`config.mk`:
```
export PLATFORM = sky130hd
export DESIGN_NAME = fir_decim_quant
export DESIGN_NICKNAME = d
export VERILOG_FILES = /design/src/rtl/fir_pkg.sv /design/src/rtl/round_sat.sv /design/src/rtl/fir_decim_quant.sv
export SDC_FILE = /design/constraint.sdc
export NUM_CORES = 1
export LEC_CHECK = 0
export CORE_MARGIN = 3
export CORE_UTILIZATION = 51
export DETAILED_ROUTE_END_ITERATION = 7
export PLACE_DENSITY = 0.89
export SETUP_SLACK_MARGIN = 0.02
export SYNTH_ARGS = -nofsm -noshare
export SYNTH_HDL_FRONTEND = slang
export SYNTH_SLANG_ARGS = --single-unit
```
`constraint.sdc`:
```
create_clock -name clk -period 4.15 [get_ports clk]
set_input_delay 1.245 -clock clk [delete_from_list [all_inputs] [get_ports clk]]
set_output_delay 1.245 -clock clk [all_outputs]
set_load 0.05 [all_outputs]
```
`src/rtl/fir_pkg.sv`:
```
// Shared types and elaboration helpers for the FIR output conditioning stage.
package fir_pkg;

  localparam int FIR_W = 26;

  typedef logic signed [FIR_W-1:0] sample_t;

  function automatic logic signed [63:0] sat_limit(
    input int width,
    input bit is_max
  );
    logic signed [63:0] one;
    one = 64'sd1;
    if (is_max) return (one <<< (width - 1)) - 64'sd1;
    return -(one <<< (width - 1));
  endfunction

  function automatic bit params_ok(
    input int iw,
    input int ow,
    input int drop,
    input int decim,
    input int phase
  );
    return (drop >= 1) && (iw - drop >= ow) &&
           (iw - drop + 1 <= 64) &&
           (decim >= 1) && (phase >= 0) &&
           (phase < decim);
  endfunction

endpackage

```
`src/rtl/round_sat.sv`:
```
// Combinational round-half-up (stage 1 input) and
// saturation with sat flag (stage 2 input).
module round_sat
  import fir_pkg::*;
#(
  parameter int INPUT_WIDTH  = 26,
  parameter int OUTPUT_WIDTH = 16,
  parameter int DROP_LSB     = 10
) (
  input  logic [INPUT_WIDTH-1:0]        din,
  output logic [INPUT_WIDTH-DROP_LSB:0] r,
  input  logic [INPUT_WIDTH-DROP_LSB:0] r_in,
  output logic [OUTPUT_WIDTH-1:0]       dout,
  output logic                          sat
);

  localparam int RW = INPUT_WIDTH - DROP_LSB + 1;
  localparam int XW = 64 - RW;

  localparam logic [INPUT_WIDTH:0] HALF =
    (INPUT_WIDTH+1)'(1) << (DROP_LSB - 1);

  localparam logic signed [63:0] MAXV =
    sat_limit(OUTPUT_WIDTH, 1'b1);
  localparam logic signed [63:0] MINV =
    sat_limit(OUTPUT_WIDTH, 1'b0);

  logic [INPUT_WIDTH:0] sum;
  logic signed [63:0]   rx;
  logic                 hi;
  logic                 lo;
  logic                 unused_lsb;

  // one extra bit of headroom so the half-LSB add never wraps
  assign sum = {din[INPUT_WIDTH-1], din} + HALF;
  assign r   = sum[INPUT_WIDTH:DROP_LSB];

  assign unused_lsb = ^sum[DROP_LSB-1:0];

  assign rx = {{XW{r_in[RW-1]}}, r_in};

  always_comb begin
    hi   = rx > MAXV;
    lo   = rx < MINV;
    sat  = hi | lo;
    dout = rx[OUTPUT_WIDTH-1:0];
    if (hi) dout = MAXV[OUTPUT_WIDTH-1:0];
    else if (lo) dout = MINV[OUTPUT_WIDTH-1:0];
  end

endmodule

```
`src/rtl/fir_decim_quant.sv`:
```
// Decimate, round and saturate the FIR output stream.
// Sticky overflow flag built only with FIR_DECIM_QUANT_OVF_EN.
module fir_decim_quant
  import fir_pkg::*;
#(
  parameter int INPUT_WIDTH  = 26,
  parameter int OUTPUT_WIDTH = 16,
  parameter int DROP_LSB     = 10,
  parameter int DECIM        = 4,
  parameter int PHASE        = 0
) (
  input  logic                    clk,
  input  logic                    rst,
  input  logic                    valid_in,
  input  logic [INPUT_WIDTH-1:0]  din,
  output logic                    valid_out,
  output logic [OUTPUT_WIDTH-1:0] dout,
  output logic                    ovf,
  input  logic                    ovf_clr
);

  localparam int RW = INPUT_WIDTH - DROP_LSB + 1;
  localparam int CW = (DECIM > 1) ? $clog2(DECIM) : 1;

  localparam logic [CW-1:0] LAST = CW'(DECIM - 1);
  localparam logic [CW-1:0] PH   = CW'(PHASE);

  if (!params_ok(INPUT_WIDTH, OUTPUT_WIDTH,
                 DROP_LSB, DECIM, PHASE)) begin : g_bad
    $error("fir_decim_quant: illegal DROP_LSB/DECIM/PHASE");
  end

  logic [CW-1:0]           cnt;
  logic                    keep;
  logic                    v1;
  logic [RW-1:0]           r1;
  logic [RW-1:0]           rnd;
  logic [OUTPUT_WIDTH-1:0] sat_dout;
  logic                    sat;

  assign keep = valid_in && (cnt == PH);

  // LAST is 0 when DECIM is 1, which pins cnt at 0
  always_ff @(posedge clk) begin
    if (!rst) cnt <= '0;
    else if (valid_in) begin
      if (cnt == LAST) cnt <= '0;
      else cnt <= cnt + CW'(1);
    end
  end

  round_sat #(
    .INPUT_WIDTH (INPUT_WIDTH),
    .OUTPUT_WIDTH(OUTPUT_WIDTH),
    .DROP_LSB    (DROP_LSB)
  ) u_round_sat (
    .din (din),
    .r   (rnd),
    .r_in(r1),
    .dout(sat_dout),
    .sat (sat)
  );

  always_ff @(posedge clk) begin
    if (!rst) begin
      v1 <= 1'b0;
      r1 <= '0;
    end else begin
      v1 <= keep;
      if (keep) r1 <= rnd;
    end
  end

  always_ff @(posedge clk) begin
    if (!rst) begin
      valid_out <= 1'b0;
      dout      <= '0;
    end else begin
      valid_out <= v1;
      if (v1) dout <= sat_dout;
    end
  end

`ifdef FIR_DECIM_QUANT_OVF_EN
  // set wins over a coincident clear
  always_ff @(posedge clk) begin
    if (!rst) ovf <= 1'b0;
    else if (v1 && sat) ovf <= 1'b1;
    else if (ovf_clr) ovf <= 1'b0;
  end
`else
  logic unused_ovf;
  assign unused_ovf = ovf_clr ^ sat;
  assign ovf        = 1'b0;
`endif

endmodule

```
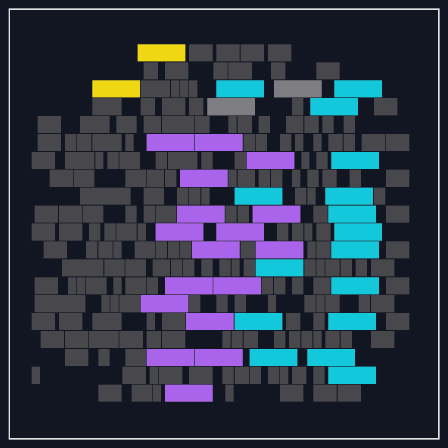
*Register map, names as in the netlist, run 1*
Other sequential cells in the stronger gray, the rest of the logic in the fainter gray.
[`dout`] cyan | placed flops: 16
[`cnt`] yellow | placed flops: 2
[`r1`] purple | placed flops: 17
not colored: 2

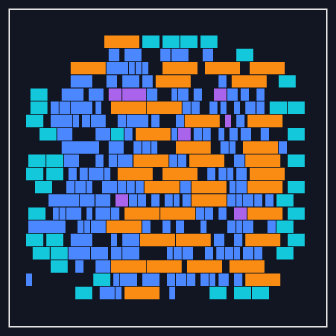
*Cell classes on the final placement, run 1*
[clock drivers and dummy loads] purple | cells: 7 | share of their area: 2.6%
[combinational and other logic] blue | cells: 155 | share of their area: 45%
[remaining buffers and delay cells] cyan | cells: 37 | share of their area: 17%
[sequential cells] orange | cells: 37 | share of their area: 35%
number of core rows: 20
Seq/total area: 0.338

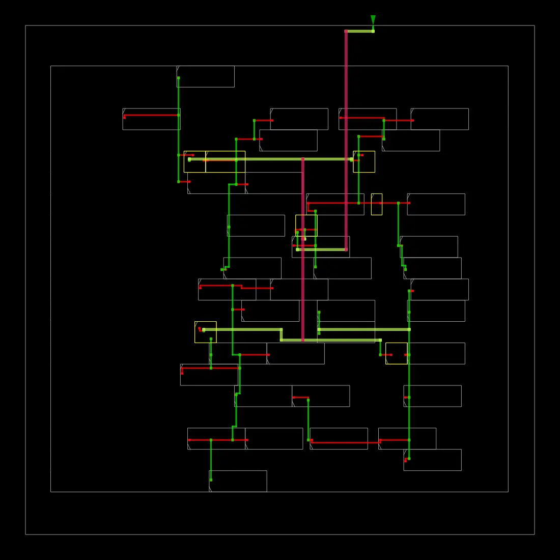
*The clock network, run 1*
CLK BUF: 7
worst-case clock skew: 0.00296 ns
Seq cells: 37
clock-net power: 183 uW
clk sinks: 37

==> out/qor.yml, run 1 <==
detailed_routing:
  dr.pass1.iters: 5
  drc_errors: 0
  num_vias: 1512
  drtAntennaViolNets: 0
sta:
  period_needed_ns: 2.73
  setup_ws_ns: 1.42
  rsz0062_at_grt: "no"
global_routing:
  grt_remaining_overflow: 0
  grt_pass1_vias: 1397
  antenna_found_initial: 0
  grt_use_total: 0.176
place:
  placed_area_sq_mm: 0.00213
  io_buffers: 36
worst_setup_path:
  worst_setup_path_end_kind: "output port"
  worstSetupPathType: "flip-flop to output port"
  crit_fanout: 2
  critPathMaxStageDelay_ns: 0.80
  crit_buf_inv: 1
power_and_ir_drop:
  power.density_mw_per_mm2: 357
  total_power_uw: 780
  leakagePower_nw: 0.781
floorplanning:
  chip_area_sq_mm: 0.00423
  ioPinCount: 48
  die_x_microns: 65
clock_tree:
  post_cts_buffers: 0
  ctsHoldBuffers: 0
  tritoncts: "yes"
layout:
  layout.nets: 269
synth:
  syn_inst: 208
  ys_ff: 37
  ys_cells: 208
  edf_count: 0
  synth-main-ff-cell: "dfxtp_1"
  synth_cell_types: 30
  fp_nets: 241
  ys_area_sq_mm: 0.00178
  yosys.area.top_type_share: 0.417
  ys_async_sr_fraction: 0
outcome:
  outcome: "complete, no violations"
run 1: layout by cell type, fill, tap and decap left out, types with 2 or more instances in the layout:
master / Yosys / final
nor2_1: 4 / 4
nand2_1: 22 / 22
o21ai_1: 3 / 3
clkdlybuf4s50_1: 0 / 36
ha_1: 3 / 3
mux2i_1: 4 / 4
nor3_1: 4 / 4
nor2b_1: 4 / 4
dfxtp_1: 37 / 37
xnor2_1: 14 / 14
o211a_1: 3 / 3
and2_1: 2 / 2
a31oi_1: 15 / 15
nor4_2: 4 / 4
o21ai_0: 40 / 40
a21oi_1: 12 / 12
nand3_1: 4 / 4
nand4_1: 2 / 2
clkbuf_4: 0 / 5
inv_1: 6 / 6
run 1: routing by layer:
layer | part of all wire | track usage | vias to the layer above
li1 | - | - | 790
met1 | 0.47 | 0.217 | 662
met4 | 0.019 | 0.0554 | 0
met2 | 0.44 | 0.304 | 53
met3 | 0.065 | 0.0364 | 7
met5 | 0 | 0 | -
run 1: cell families (layout without fill, tap and decap cells):
group | after synthesis | after routing | synth area share
flip-flops | 37 | 37 | 0.417
XOR/XNOR | 15 | 15 | 0.0740
other | 1 | 1 | 0.00211
AND-OR/OR-AND | 74 | 74 | 0.230
multiplexers | 4 | 4 | 0.0226
buffers and inverters | 22 | 50 | 0.0493
AND/OR/NAND/NOR | 52 | 52 | 0.184
adder cells (fa/ha/maj) | 3 | 3 | 0.0211
run 1: final timing paths:
check / startpoint / to / slack, ns / cells after the start
worst max-delay path: dout[14] / dout[14] / 1.42 / 1
worst min register to register: r1[16] / r1[16] / 0.48 / 2
worst max register to register: cnt[0] / r1[8] / 2.49 / 6
worst min-delay path: r1[16] / r1[16] / 0.48 / 2
run 1: report_power, final:
part | total (mW) | switching (mW) | internal (mW)
registers | 0.413 | 0.0263 | 0.387
clock network | 0.183 | 0.103 | 0.0799
logic | 0.184 | 0.111 | 0.0731
run 1: registers in the layout, indices dropped and copies added (netlist names):
| name | cells |
|---|---|
| dout | 16 |
| cnt | 2 |
| v1 | 1 |
| r1 | 17 |
| valid_out | 1 |
run 1: final cells by class:
class                           count  area [sq um]  area share
Inverter                            6          22.5      0.0103
Sequential cell                    37           741       0.338
Tap cell                           44          55.1      0.0252
Timing Repair Buffer               37           368       0.168
Clock buffer                        7          55.1      0.0252
Multi-Input combinational cell    149           947       0.433
run 1: stage by stage:
step	hold WS (ns)	util
after floorplan	0.441	-
after global placement	0.468	0.671
after detailed placement	0.473	0.671
after CTS	0.487	0.689
after global routing	0.517	0.689
final	0.484	0.689
## Run 2: what changed since run 1
Settings changed: CORE_UTILIZATION 51 to 43, PLACE_DENSITY 0.89 to 0.8.
Clock period 4.15 ns to 2.4 ns, I/O delays scaled along.
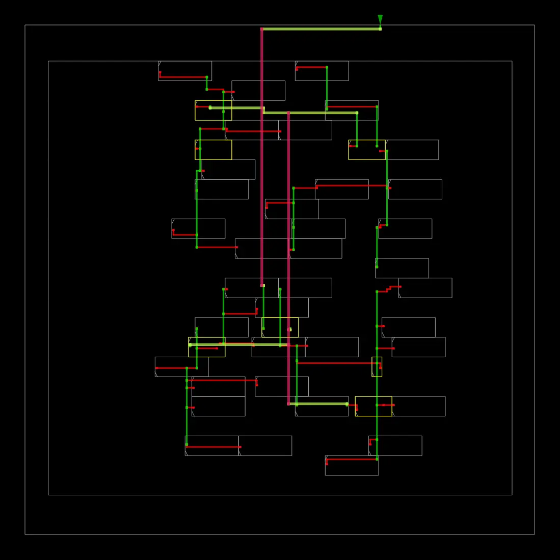
*The clock network, run 2*
clock-net power: 424 uW
CTS buffer count: 5
worst-case clock skew: 0.00323 ns
clk_lat worst skew: 0.28 ns

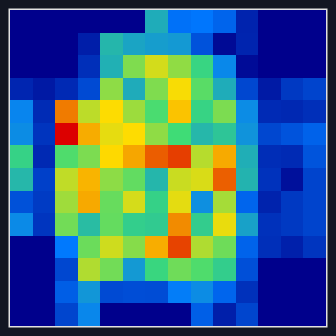
*Routed metal per tile, run 2*
The die is cut into 14 by 14 equal tiles; dark blue is low, red is high, scaled to the fullest tile. Values are wire area over tile area, all layers added.
fullest tile: 0.37
tiles over half the peak: 29%
emptiest ninth of the die: upper right
GRT Overall Usage: 0.141
final WL: 3.46 mm
vias: 1,510

==> run 2 against run 1 <==
Core utilization down 10 points. Area after synthesis is the same. Sequential cell count unchanged. Combinational power increased by 76%. Via count is 0.13% lower. Global-route usage fell by 3.5 points. Synthesized cell count did not move. Die size increased by 17%.
==> out/qor.yml, run 2 <==
outcome:
  outcome: "complete, no violations"
worst_setup_path:
  worst_setup_path_end_kind: "output port"
  r2r_cells: 6
  crit_buf_inv: 1
  crit_fanout: 2
  r2r-start: "cnt[0]"
synth:
  adder_share: 0.0211
  synth-simple-area-share: 0.184
  edf_count: 0
  ys_area_sq_mm: 0.00178
  ys_cells: 208
  xor_share: 0.0740
  synth_cell_types: 30
  netlist_logic_family_top: "AND-OR/OR-AND gates"
  yosys.area.top_type_share: 0.417
  synth-main-ff-cell: "dfxtp_1"
power_and_ir_drop:
  total_power_mw: 1.46
  power.density_mw_per_mm2: 650
  power_frac_clock: 0.290
  p_sw_uw: 434
place:
  placed_area_sq_mm: 0.00216
global_routing:
  grt_remaining_overflow: 0
  antenna_found_initial: 0
  globalRouteMet1Util: 0.189
  busiest_layer: "met2"
  grt_pass1_vias: 1187
clock_tree:
  post_cts_buffers: 0
  tritoncts: "yes"
  ctsHoldBuffers: 0
floorplanning:
  die_x_microns: 70.3
  rows: 22
layout:
  largest_reg_flops: 17
  top_regs: "r1: 17 flops, dout: 16 flops, cnt: 2 flops"
  lay_top_count: "o21ai_0"
  layout.nets: 272
sta:
  holdWs_ns: 0.477
==> run 2: netlist changes by cell type in the layout (fill, tap and decap cells not counted), sizes merged <==
cell | before | now
buf | 1 | 4
==> run 2: cells by family (layout without fill, tap and decap cells) <==
group	Yosys count	in the layout
XOR/XNOR	15	15
other	1	1
multiplexers	4	4
flip-flops	37	37
buffers and inverters	22	53
adder cells (fa/ha/maj)	3	3
AND/OR/NAND/NOR	52	52
AND-OR/OR-AND	74	74
==> run 2: metal layers <==
layer,up-vias,part of all wire
met1,665,0.48
met3,6,0.050
met5,-,0
met2,43,0.44
li1,796,-
met4,0,0.022
==> run 2: worst max-delay path by stage <==
stage / from / to / slack (ns) / depth (start not counted)
after floorplan: din[9] / r1[15] / 0.72 / 5
after global placement: din[9] / r1[13] / 0.08 / 6
after detailed placement: din[9] / r1[13] / 0.01 / 6
after CTS: dout[8] / dout[8] / 0.24 / 1
after global routing: dout[8] / dout[8] / 0.20 / 1
final: dout[14] / dout[14] / 0.25 / 1
==> run 2: power groups by stage <==
stage	sequential, mW	clock (mW)	combinational [mW]
after floorplan	0.785	0	0.147
after global placement	0.727	0	0.317
after detailed placement	0.728	0	0.323
after CTS	0.715	0.437	0.326
after global routing	0.722	0.463	0.352
final	0.715	0.424	0.323
==> run 2: per-stage QoR <==
| stage | setup WS, ns | utilization |
|---|---|---|
| floorplan | 0.722 | - |
| global placement | 0.0800 | 0.565 |
| detailed placement | 0.0102 | 0.565 |
| CTS | 0.235 | 0.587 |
| global route | 0.196 | 0.587 |
| finish | 0.252 | 0.587 |
==> run 2: layout make-up <==
cell class | count | area [sq um] | area share
multi-input combinational | 149 | 947 | 0.421
inverter | 6 | 22.5 | 0.0100
clock buffer | 7 | 86.3 | 0.0384
sequential | 37 | 741 | 0.330
timing repair buffer | 40 | 390 | 0.174
tap | 48 | 60.1 | 0.0267
Power is estimated from default activity; no workload was simulated.
